$ cat config.mk
export PLATFORM = sky130hd
export DESIGN_NAME = reset_ctrl
export DESIGN_NICKNAME = d
export VERILOG_FILES = /design/src/rtl/reset_ctrl_pkg.sv /design/src/rtl/sync_bit.sv /design/src/rtl/reset_ctrl.sv
export SDC_FILE = /design/constraint.sdc
export NUM_CORES = 1
export LEC_CHECK = 0
export ABC_AREA = 1
export CORE_ASPECT_RATIO = 1.4
export CORE_MARGIN = 2
export CORE_UTILIZATION = 50
export CTS_BUF_LIST = sky130_fd_sc_hd__clkbuf_4
export CTS_CLUSTER_DIAMETER = 80
export CTS_CLUSTER_SIZE = 12
export DETAILED_ROUTE_END_ITERATION = 8
export GPL_TIMING_DRIVEN = 0
export PLACE_DENSITY = 0.69
export SYNTH_ARGS = -nofsm -noshare
export SYNTH_HDL_FRONTEND = slang
export SYNTH_SLANG_ARGS = --single-unit
$ cat constraint.sdc
create_clock -name clk -period 2.45 [get_ports clk]
set_input_delay 0.49 -clock clk [delete_from_list [all_inputs] [get_ports clk]]
set_output_delay 0.49 -clock clk [all_outputs]
set_load 0.02 [all_outputs]
$ cat src/rtl/reset_ctrl_pkg.sv
// Shared types and default constants for the reset/clock-enable sequencer.
package reset_ctrl_pkg;

  localparam int unsigned LOCK_CYCLES_DEF = 1024;
  localparam int unsigned DIV_DEF         = 4;

  typedef enum logic [1:0] {
    WAIT_LOCK = 2'd0,
    COUNT     = 2'd1,
    RUN       = 2'd2
  } state_t;

endpackage

$ cat src/rtl/sync_bit.sv
// Two-flop synchroniser for a single asynchronous input; resets to 0.
module sync_bit (
  input  logic clk,
  input  logic reset,
  input  logic d,
  output logic q
);

  logic meta;

  // Two-stage capture of the asynchronous input
  always_ff @(posedge clk or posedge reset) begin
    if (reset) begin
      meta <= 1'b0;
      q    <= 1'b0;
    end else begin
      meta <= d;
      q    <= meta;
    end
  end

endmodule

$ cat src/rtl/reset_ctrl.sv
// Holds the system in reset until PLL lock is stable, then strobes cpu_en.
module reset_ctrl #(
  parameter int unsigned LOCK_CYCLES = reset_ctrl_pkg::LOCK_CYCLES_DEF,
  parameter int unsigned DIV         = reset_ctrl_pkg::DIV_DEF
) (
  input  logic clk,
  input  logic reset,
  input  logic pll_locked,
  output logic sys_reset,
  output logic cpu_en,
  output logic lock_lost
);

  import reset_ctrl_pkg::*;

  localparam int unsigned CNT_W = (LOCK_CYCLES > 1) ? $clog2(LOCK_CYCLES) : 1;
  localparam int unsigned DIV_W = (DIV > 1) ? $clog2(DIV) : 1;
  localparam logic [CNT_W-1:0] CNT_LAST = CNT_W'(LOCK_CYCLES - 1);
  localparam logic [DIV_W-1:0] DIV_LAST = DIV_W'(DIV - 1);

  state_t           state;
  logic [CNT_W-1:0] cnt;
  logic [DIV_W-1:0] div_cnt;
  logic [DIV_W-1:0] div_nxt;
  logic             run_nxt;
  logic             lock_s;

  sync_bit u_lock_sync (
    .clk   (clk),
    .reset (reset),
    .d     (pll_locked),
    .q     (lock_s)
  );

  // Look-ahead of the RUN state and divider so outputs register alongside state
  always_comb begin
    run_nxt = 1'b0;
    div_nxt = '0;
    if (lock_s && ((state == RUN) || ((state == COUNT) && (cnt == CNT_LAST)))) begin
      run_nxt = 1'b1;
    end
    if (run_nxt && (state == RUN)) begin
      div_nxt = (div_cnt == DIV_LAST) ? '0 : div_cnt + DIV_W'(1);
    end
  end

  // Lock-qualification FSM, divider and registered outputs
  always_ff @(posedge clk or posedge reset) begin
    if (reset) begin
      state     <= WAIT_LOCK;
      cnt       <= '0;
      div_cnt   <= '0;
      sys_reset <= 1'b1;
      cpu_en    <= 1'b0;
      lock_lost <= 1'b0;
    end else begin
      div_cnt   <= div_nxt;
      sys_reset <= ~run_nxt;
      cpu_en    <= run_nxt && (div_nxt == DIV_LAST);
      case (state)
        WAIT_LOCK: begin
          if (lock_s) begin
            state <= COUNT;
            cnt   <= '0;
          end
        end
        COUNT: begin
          if (!lock_s) begin
            state <= WAIT_LOCK;
            cnt   <= '0;
          end else if (cnt == CNT_LAST) begin
            state <= RUN;
          end else begin
            cnt <= cnt + CNT_W'(1);
          end
        end
        RUN: begin
          if (!lock_s) begin
            state     <= WAIT_LOCK;
            cnt       <= '0;
            lock_lost <= 1'b1;
          end
        end
        default: begin
          state <= WAIT_LOCK;
          cnt   <= '0;
        end
      endcase
    end
  end

endmodule

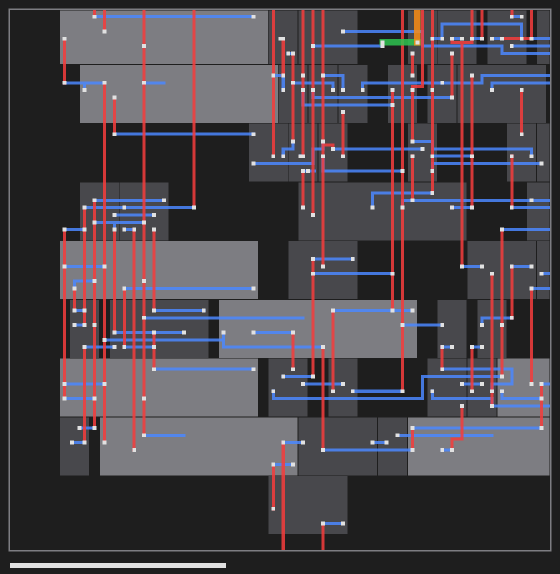
Fig. 1. Close-up of the layout (run 1).
Bar = 10 µm. Region (0, 2) to (25, 27) µm. Cells in grey, sequential cells in the stronger grey; small squares are vias.
colour	layer
red	met2
orange	met4
green	met3
blue	met1
cells with their middle in the window	40
most frequent	nand2_1 (6), dfrtp_1 (6), nor2_1 (5)
sequential cells in the window	7
netlist names of flops here include	cnt (3), div_cnt (2)

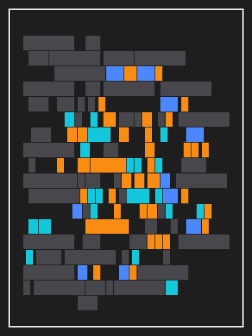
Fig. 2. Gate-type map (run 1).
colour	family	cells
orange	NAND gates	36
blue	inverting AOI/OAI gates	10
cyan	NOR gates	20

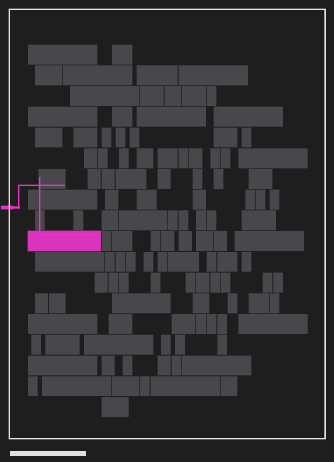
Fig. 3. Nets reached from selected ports (run 1).
Bar = 10 µm.
colour	port	direction	end cells	buffers	wire
magenta	sys_reset	output	1	1	24.4 µm
top-level port count: 6
PortBufs: 5

==> flow_metrics.tcl, run 1 <==
# yosys + openroad results
set metrics [dict create \
    final_layout_size_suffix_gt1_share_pct 17.8 \
    globalRoute.totalOverflow 0 \
    async_flop_share_pct 100 \
    warnings 26 \
    die.size.y_um 56.2 \
    num-fill-cells 158 \
    cts_max_path_buffers 2 \
    critical_path.startpoint_type "flip-flop" \
    critical_path.cell_chain "clkdlybuf4s50_1" \
    largest_net_degree_at_the_start_of_global_routing 20 \
    cts_tree "done" \
    tightestPinTransition_ps 715 \
    rows 18 \
    first_global_vias 693 \
    fp.dieArea_mm2 0.00232 \
    layout_top_cells_excl_fill_tap "22 x nand2_1, 18 x dfrtp_1, 13 x inv_1, 13 x nor2_1, 8 x nand3_1" \
    critPathMaxStageDelay_ps 590 \
    critical_path_class "flip-flop to output port" \
    ys_ff 19 \
    max_slew_margin_pct 52.3 \
    routedWlPerCell_um 11.6 \
    max-cap-violations 0 \
    detailed_place_hpwl_um 1230 \
    antenna-diode-count 0 \
    yosysSeqAreaShare_pct 49.0 \
    syn-cell-area_um2 972 \
    slew_violations 0 \
    worst_ep_arrival_time_ps 1440 \
    finalSetupViolations 0 \
    post_cts_resize_count 0 \
    yosysUniqueCellTypes 26 \
    ys.flop_type "dfrtp_1" \
    synthesis.instances 109 \
    floorplan.core_util_pct 54.0 \
    area_growth_from_synthesis_to_layout_pct 10.8 \
    synth.yosys.warnings 0 \
    finalHoldViolCount 0 \
    power.total_mw 0.529 \
    ctsHoldBuffers 0 \
    yosys-stat-area_um2 972 \
    worst-endpoint-required_ps 1960 \
    coreArea_mm2 0.00180 \
    synth_top_cell_by_area "dfrtp_1" \
    wire_length_reported_by_the_detailed_router_um 1590 \
    min_path_type "flip-flop to flip-flop" \
    timing.final.crit_period_ps 1930 \
    post-synth-top-area-fraction_pct 46.3 \
    number_of_search_and_repair_iterations_in_the_first_detailed_routing_pass 4 \
    worstPathBufferInverterCount 1 \
    register_to_register_path_setup_slack_ps 910 \
    ctsRootBufferMaster "clkbuf_4" \
    power_density_mw_per_mm2 491 \
    routed-via-count 723 \
    number_of_antenna_violations_at_the_first_check_in_global_routing 0 \
    grt_pass1_wl_um 2820 \
    enable_flop_cells 0 \
    max_clock_freq_mhz 518 \
    drt_iter0_markers 7 \
    critical-path-top-delay-family "buffers and inverters" \
    die_w_um 41.3 \
    clock_sinks 19 \
    cts_buffers 3 \
    clock-skew-final_ps 9.37 \
    post_drt_via_cell_ratio 5.24 \
    h-tree-depth 1 \
    critical_path.endpoint_type "output port" \
    synth_area_per_cell_um2 8.92 \
    drc_errors 0 \
    final.setup.tns_ps 0 \
    max-vdd-ir-drop_uv 432 \
    rsz0062_at_grt "false" \
    worst_skew_pair.late_latency_ps 310 \
    yosys-stat-cells 109 \
    worst_setup_hold_path_clk_slew_ps 110 \
    path_max_fanout 1 \
    antenna_left 0 \
    slowest_stage "clkdlybuf4s50_1" \
    numPlacedInstances 134 \
    power.static_leakage_nw 0.500 \
    nNetsFinal 124 \
    cts_setup_buffers 0 \
    grt_util_all_layers_pct 17.5 \
    post_synth_net_total 114 \
    layout_worst_path_cycle_share_pct 78.8 \
    final_layout_top_logic_cell "nand2_1" \
    instances_no_fill 138 \
    globalplace.congestion 0.807 \
    cells_taking_the_most_area_after_synthesis "dfrtp_1 46%, nand2_1 8.5%, inv_1 5.0%" \
    outcome "completed" \
]
[run 1: flip-flops by register name, summed over array words and instances, names as in the netlist]
signal            cells
sys_reset             1
lock_lost             1
u_lock_sync.meta      1
u_lock_sync.q         1
state                 2
div_cnt               2
cnt                  10
cpu_en                1
[run 1: synthesized netlist by cell type, types with 3 or more instances]
cell / count
o21ai_2: 4
inv_1: 13
nand2_1: 22
nor2_1: 13
nor3_1: 3
nand3_1: 8
dfrtp_1: 18
[run 1: per-stage QoR]
| stage | utilization [%] | cell area, µm² | setup slack, ps | hold slack, ps |
|---|---|---|---|---|
| finish | 59.8 | 1080 | 519 | 359 |
| global route | 59.8 | 1080 | 491 | 378 |
| CTS | 59.8 | 1080 | 516 | 365 |
| detailed placement | 58.1 | 1050 | 866 | 340 |
| global placement | 58.1 | 1050 | 869 | 334 |
| floorplan | - | 972 | 1100 | 331 |
[run 1: logic make-up after synthesis]
logic type               synth area share (%)
flip-flops                               49.0
XOR/XNOR                                 1.80
AND/OR/NAND/NOR                          30.0
buffers and inverters                    7.72
adder cells (fa/ha/maj)                  2.57
AND-OR/OR-AND                            8.88
[run 1: power by group]
part	internal, mW	switching [mW]
sequential	0.318	0.00406
clock	0.0747	0.0992
combinational	0.0114	0.0213
total	0.404	0.125
[run 1: area by class of cell]
cell class              instances  area, µm²  area share [%]
flip-flops and latches         19        477            44.3
multi-input cells              73        420            39.0
well taps                      20       25.0            2.32
repair buffers                  5       50.0            4.65
plain buffers                   1       15.0            1.39
clock buffers                   4       30.0            2.79
inverters                      16       60.1            5.57
[run 1: worst register-to-register path, cell delays in order (launching register included)]
cell and delay (ps):
dfrtp_1 430, ha_1 190, nand2_1 100, nor2_2 190, nand4_4 150, nand3_4 130
buf_8 150, nand2_1 50, o31ai_1 60
[run 1: metal layers]
layer / vias to the layer above / GRT usage (%) / part of all wire [%]
met1: 344 / 21.7 / 44
li1: 367 / - / -
met3: 5 / 2.40 / 2.2
met5: - / 0 / 0
met2: 7 / 28.1 / 52
met4: 0 / 8.29 / 2.3
[run 1: path summary, 6_finish.rpt]
| kind | from | to | cells past startpoint |
|---|---|---|---|
| setup reg to reg | cnt[0] | cnt[6] | 8 |
| max in group asynchronous | reset | state[1] | 2 |
| min in group asynchronous | reset | cnt[3] | 2 |
| hold reg to reg | u_lock_sync.meta | u_lock_sync.q | 0 |
| setup / recovery | sys_reset | sys_reset | 1 |
| hold / removal | u_lock_sync.meta | u_lock_sync.q | 0 |
Fig. 4: run 1, sequential cells coloured by netlist name
Bar = 10 µm. Other sequential cells in the stronger grey, the rest of the logic in the fainter grey.
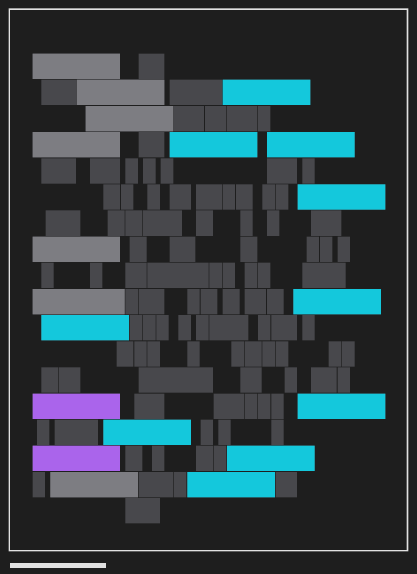

==> run 1 -> run 2 <==
- PLACE_DENSITY: 0.69 -> 0.72
- clock period: 2.45 -> 1.6 ns (I/O delays scaled with it)
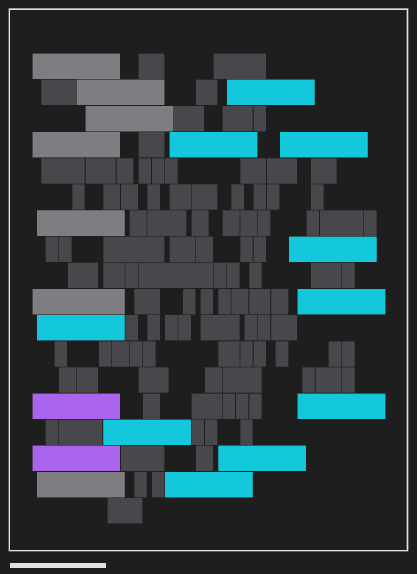
Fig. 5. Sequential cells coloured by netlist name (run 2).
Bar = 10 µm. Other sequential cells in the stronger grey, the rest of the logic in the fainter grey.
colour	netlist name	placed flops
cyan	cnt	10
purple	div_cnt	2
not coloured	7

==> run 2 against run 1 <==
Sequential power rose by 53%. Hold slack barely moved. Die area did not move. Clock power rose by 52%.
==> flow_metrics.tcl, run 2 <==
# yosys + openroad results
set metrics [dict create \
    wire_length_reported_by_the_detailed_router_um 1590 \
    critical_path.cell_chain "dlygate4sd2_1" \
    yosysSeqAreaShare_pct 49.0 \
    yosysUniqueCellTypes 26 \
    clock_sinks 19 \
    finalHoldViolCount 0 \
    largest-register "cnt" \
    reg.largest.list "cnt (10), div_cnt (2), state (2)" \
    globalplace.congestion 0.807 \
    async_flop_share_pct 100 \
    worst_skew_pair.late_latency_ps 300 \
    yosys-stat-cells 109 \
    rsz0062_at_grt "false" \
    mux_share_pct 0 \
    worst_setup_hold_path_clk_slew_ps 110 \
    io_buffer_count 5 \
    power.static_leakage_nw 0.546 \
    routedWlPerCell_um 11.4 \
    synth_area_per_cell_um2 8.92 \
    antenna_left 0 \
    power_density_mw_per_mm2 738 \
    synth.yosys.warnings 0 \
    tightestPinTransition_ps 704 \
    floorplan.core_util_pct 54.0 \
    largest_logic_family "simple AND/OR/NAND/NOR gates" \
    synthesis.instances 109 \
    routed-via-count 728 \
    min_hold_slack_ps 360 \
    yosys.area_share.simple_pct 30.0 \
    number_of_antenna_violations_at_the_first_check_in_global_routing 0 \
    max_slew_margin_pct 53.0 \
    final_layout_size_suffix_gt1_share_pct 19.2 \
    cts_max_path_buffers 2 \
    cts_tree "done" \
    drt_iter0_markers 8 \
    critical_path_class "flip-flop to output port" \
    timing.final.crit_period_ps 1480 \
    grt_pass1_wl_um 2850 \
    synth_top_cell_by_area "dfrtp_1" \
    grt_util_all_layers_pct 17.8 \
    post_synth_fa_ha_maj_area_fraction_pct 2.57 \
    nNetsFinal 126 \
    antenna-diode-count 0 \
    cells_taking_the_most_area_after_synthesis "dfrtp_1 46%, nand2_1 8.5%, inv_1 5.0%" \
    die_w_um 41.3 \
    first_global_vias 690 \
    warnings 26 \
    worst_ep_arrival_time_ps 1160 \
    area_growth_from_synthesis_to_layout_pct 13.3 \
    yosys.cell_count.top_type "nand2_1" \
    coreArea_mm2 0.00180 \
    drc_errors 0 \
    h-tree-depth 1 \
    worstPathBufferInverterCount 1 \
    max-cap-violations 0 \
    ctsRootBufferMaster "clkbuf_4" \
    slowest_stage "dfstp_2" \
    critical-path-top-delay-family "flip-flops" \
    num-fill-cells 165 \
    worst-endpoint-required_ps 1280 \
    cts_buffers 3 \
    critical_path.endpoint_type "output port" \
    synth-compound-area-share_pct 8.88 \
    detailed_place_hpwl_um 1240 \
    path_max_fanout 1 \
    ctsHoldBuffers 0 \
    final.setup.tns_ps 0 \
    outcome "completed" \
    final_layout_top_logic_cell "nand2_1" \
    post_synth_net_total 114 \
    rows 18 \
    layout_worst_path_cycle_share_pct 92.4 \
    layout_top_cells_excl_fill_tap "22 x nand2_1, 18 x dfrtp_1, 13 x inv_1, 13 x nor2_1, 8 x nand3_1" \
    post_drt_via_cell_ratio 5.20 \
    slew_violations 0 \
    finalSetupViolations 0 \
    clock-skew-final_ps 2.85 \
    largest_net_degree_at_the_start_of_global_routing 20 \
    enable_flop_cells 0 \
    critical_path.startpoint_type "flip-flop" \
    ys_sh_xor_pct 1.80 \
    fp.dieArea_mm2 0.00232 \
    number_of_search_and_repair_iterations_in_the_first_detailed_routing_pass 4 \
    max_reg_flops 10 \
    ys_ff 19 \
    post-synth-top-area-fraction_pct 46.3 \
    ys.flop_type "dfrtp_1" \
    max-vdd-ir-drop_uv 669 \
    critPathMaxStageDelay_ps 530 \
    globalRoute.totalOverflow 0 \
    yosys-stat-area_um2 972 \
    synthTopCellsByCount "22 x nand2_1, 18 x dfrtp_1, 13 x inv_1, 13 x nor2_1, 8 x nand3_1" \
    io-pin-count 6 \
    max_clock_freq_mhz 676 \
    die.size.y_um 56.2 \
    syn-cell-area_um2 972 \
    min_path_type "flip-flop to flip-flop" \
]
[run 2: per-stage QoR]
stage	instance area [µm²]	setup WS (ps)	util (%)	power, mW	cells
2_1_floorplan	972	252	-	0.540	109
3_3_place_gp	1050	102	58.1	0.553	134
3_5_place_dp	1050	46.8	58.1	0.554	134
4_1_cts	1080	10.9	59.7	0.816	138
5_1_grt	1100	0.0318	61.1	0.852	140
6_report	1100	122	61.1	0.812	140
[run 2: kinds of logic (layout without fill, tap and decap cells)]
| logic type | Yosys count | in the layout |
|---|---|---|
| adders and majority gates | 2 | 2 |
| xor gates and xnor gates | 2 | 2 |
| and+or+nand+nor | 57 | 57 |
| AOI/OAI and AO/OA | 12 | 12 |
| buffers and inverters | 17 | 28 |
| DFF | 19 | 19 |
[run 2: layout make-up]
class	instances	area [µm²]	share of cell area, %
multi-input combinational	73	425	38.6
clock buffer	4	30.0	2.73
timing repair buffer	7	68.8	6.25
buffer	1	15.0	1.36
inverter	16	60.1	5.45
tap	20	25.0	2.27
sequential	19	477	43.3
[run 2: power breakdown]
part / total (mW) / internal (mW) / switching, mW
sequential: 0.492 / 0.487 / 0.00490
combinational: 0.0566 / 0.0220 / 0.0345
clock: 0.264 / 0.114 / 0.149
[run 2: metal layers]
metal,global-route usage (%),vias up,wire length [µm]
met4,9.22,0,33
li1,-,374,-
met5,0,-,0
met3,3.60,5,34
met1,22.3,342,680
met2,27.5,7,845
[run 2: timing repair]
action                     in CTS  in global routing
cloned                          0                  0
resized                         1                  3
setup endpoints to repair       1                  9
buffers inserted                0                  2
[run 2: worst paths after layout]
| kind | from | end | slack [ps] | cells after the start |
|---|---|---|---|---|
| max | sys_reset | sys_reset | 120 | 1 |
| min | u_lock_sync.meta | u_lock_sync.q | 360 | 0 |
| max reg2reg | cnt[0] | cnt[6] | 130 | 8 |
| min reg2reg | u_lock_sync.meta | u_lock_sync.q | 360 | 0 |
| max in group asynchronous | reset | cnt[6] | 730 | 2 |
| min in group asynchronous | reset | cpu_en | 420 | 2 |
==> run 2 -> run 3 <==
- TNS_END_PERCENT: unset -> 30
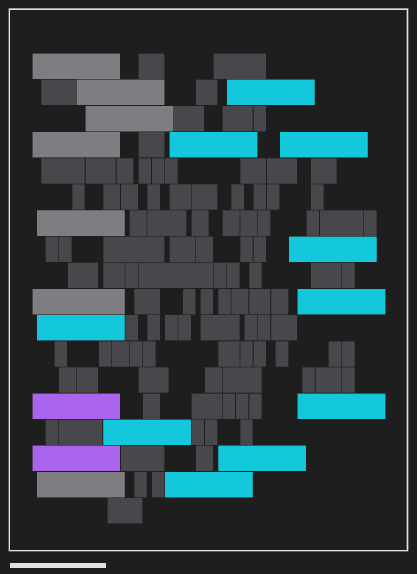
Fig. 6. Sequential cells coloured by netlist name (run 3).
Bar = 10 µm. Other sequential cells in the stronger grey, the rest of the logic in the fainter grey.
colour	netlist name	placed flops
cyan	cnt	10
purple	div_cnt	2
not coloured	7
power in sequential cells: 0.492 mW
area occupied by registers: 477 µm²
Final Core Density: 61.1%
flop share of the area: 43.3%

==> run 3 against run 2 <==
Sequential power barely moved. Clock power barely moved. Clock skew is the same. Cell count is the same. Routed wire length stayed put. Power did not move. Non-clock buffer count is the same. Critical path depth unchanged. Critical endpoint unchanged. Largest cell class unchanged. Largest power group unchanged.
==> flow_metrics.tcl, run 3 <==
# yosys + openroad results
set metrics [dict create \
    routedWlPerCell_um 11.4 \
    worst_skew_pair.late_latency_ps 300 \
    area_growth_from_synthesis_to_layout_pct 13.3 \
    cts_tree "done" \
    critical_path.startpoint "sys_reset" \
    syn-cell-area_um2 972 \
    number_of_antenna_violations_at_the_first_check_in_global_routing 0 \
    rsz0062_at_grt "false" \
    timing.final.crit_period_ps 1480 \
    finalHoldViolCount 0 \
    num-fill-cells 165 \
    yosysUniqueCellTypes 26 \
    synth_top_cell_by_area "dfrtp_1" \
    critical_path_class "flip-flop to output port" \
    holdCritStartpoint "u_lock_sync.meta" \
    tightestPinTransition_ps 704 \
    critical_path.endpoint_type "output port" \
    critical-path-top-delay-family "flip-flops" \
    max-cap-violations 0 \
    ctsRootBufferMaster "clkbuf_4" \
    synthesis.instances 109 \
    finalSetupViolations 0 \
    postLayoutCellArea_mm2 0.00110 \
    numPlacedInstances 134 \
    slowest_stage "dfstp_2" \
    nNetsFinal 126 \
    enable_flop_cells 0 \
    post_synth_net_total 114 \
    io_buffer_count 5 \
    critical_path.cell_chain "dlygate4sd2_1" \
    final_layout_size_suffix_gt1_share_pct 19.2 \
    synthTopCellsByCount "22 x nand2_1, 18 x dfrtp_1, 13 x inv_1, 13 x nor2_1, 8 x nand3_1" \
    critical_path.startpoint_type "flip-flop" \
    yosys-stat-area_um2 972 \
    worstPathBufferInverterCount 1 \
    max_clock_freq_mhz 676 \
    post_drt_via_cell_ratio 5.20 \
    async_flop_share_pct 100 \
    routed-via-count 728 \
    worst-endpoint-required_ps 1280 \
    max_slew_margin_pct 53.0 \
    placement.cell_area_mm2 0.00105 \
    post-synth-top-area-fraction_pct 46.3 \
    io-pin-count 6 \
    grt_util_all_layers_pct 17.8 \
    max_reg_flops 10 \
    clock_sinks 19 \
    globalRoute.totalOverflow 0 \
    final_layout_top_logic_cell "nand2_1" \
    worst_setup_hold_path_clk_slew_ps 110 \
    h-tree-depth 1 \
    fp.dieArea_mm2 0.00232 \
    min_path_type "flip-flop to flip-flop" \
    largest-register "cnt" \
    reg.largest.list "cnt (10), div_cnt (2), state (2)" \
    yosys.cell_count.top_type "nand2_1" \
    antenna-diode-count 0 \
    drt_iter0_markers 8 \
    worst_ep_arrival_time_ps 1160 \
    power_density_mw_per_mm2 738 \
    first_global_vias 690 \
    antenna_left 0 \
    rows 18 \
    max-vdd-ir-drop_uv 669 \
    wire_length_reported_by_the_detailed_router_um 1590 \
    yosysSeqAreaShare_pct 49.0 \
    final.setup.tns_ps 0 \
    ys.flop_type "dfrtp_1" \
    layout_top_cells_excl_fill_tap "22 x nand2_1, 18 x dfrtp_1, 13 x inv_1, 13 x nor2_1, 8 x nand3_1" \
    die_w_um 41.3 \
    yosys-stat-cells 109 \
    detailed_place_hpwl_um 1240 \
    coreArea_mm2 0.00180 \
    synth.yosys.warnings 0 \
    warnings 26 \
    slew_violations 0 \
    drc_errors 0 \
    number_of_search_and_repair_iterations_in_the_first_detailed_routing_pass 4 \
    cells_taking_the_most_area_after_synthesis "dfrtp_1 46%, nand2_1 8.5%, inv_1 5.0%" \
    layout_worst_path_cycle_share_pct 92.4 \
    path_max_fanout 1 \
    cts_max_path_buffers 2 \
    floorplan.core_util_pct 54.0 \
    outcome "completed" \
    clock-skew-final_ps 2.85 \
    power.static_leakage_nw 0.546 \
    largest_net_degree_at_the_start_of_global_routing 20 \
    instances_no_fill 140 \
    ys_ff 19 \
    critPathMaxStageDelay_ps 530 \
    die.size.y_um 56.2 \
    cts_buffers 3 \
    grt_pass1_wl_um 2850 \
    synth_area_per_cell_um2 8.92 \
    globalplace.congestion 0.807 \
]
==> run 3: cell counts after synthesis <==
Identical to the previous run, type by type.
==> run 3: per-stage QoR <==
stage / hold slack (ps) / util [%] / setup WS, ps / power, mW
after global routing: 378 / 61.1 / 0.0318 / 0.852
after CTS: 365 / 59.7 / 10.9 / 0.816
after global placement: 335 / 58.1 / 102 / 0.553
after floorplan: 270 / - / 252 / 0.540
after detailed placement: 340 / 58.1 / 46.8 / 0.554
final: 360 / 61.1 / 122 / 0.812
==> run 3: kinds of logic (layout without fill, tap and decap cells) <==
logic type | count (synthesis) | count (layout) | share of synthesized area, %
compound gates | 12 | 12 | 8.88
xor+xnor | 2 | 2 | 1.80
fa+ha+maj | 2 | 2 | 2.57
buf+inv | 17 | 28 | 7.72
flops | 19 | 19 | 49.0
simple gates | 57 | 57 | 30.0
==> run 3: final timing paths <==
path                                 end  slack, ps  cells after the start
setup / recovery               sys_reset        120                      1
hold / removal             u_lock_sync.q        360                      0
setup reg to reg                  cnt[6]        130                      8
hold reg to reg            u_lock_sync.q        360                      0
max in group asynchronous         cnt[6]        730                      2
min in group asynchronous         cpu_en        420                      2
==> run 3: layout make-up <==
class                      count  area [µm²]  area share, %
multi-input combinational     73         425           38.6
tap                           20        25.0           2.27
sequential                    19         477           43.3
inverter                      16        60.1           5.45
buffer                         1        15.0           1.36
timing repair buffer           7        68.8           6.25
clock buffer                   4        30.0           2.73
==> run 3: what timing repair did <==
action,CTS,global route
cloned,0,0
endpoints found under the hold margin,0,0
hold buffers,0,0
setup buffers,0,2
gates resized,1,3
endpoints found under the setup margin,1,9
==> run 3: per-layer routing <==
layer | wire (µm) | part of all wire, % | vias up | global-route usage, %
li1 | - | - | 374 | -
met1 | 680 | 43 | 342 | 22.3
met2 | 845 | 53 | 7 | 27.5
met3 | 34 | 2.1 | 5 | 3.60
met4 | 33 | 2.1 | 0 | 9.22
met5 | 0 | 0 | - | 0
==> run 3: report_power, final <==
group          switching [mW]  leakage [nW]  internal [mW]
logic                  0.0345         0.274         0.0220
clock network           0.149        0.0184          0.114
registers             0.00490         0.254          0.487
Power figures rest on the tool's default switching activity, not on a simulated workload.
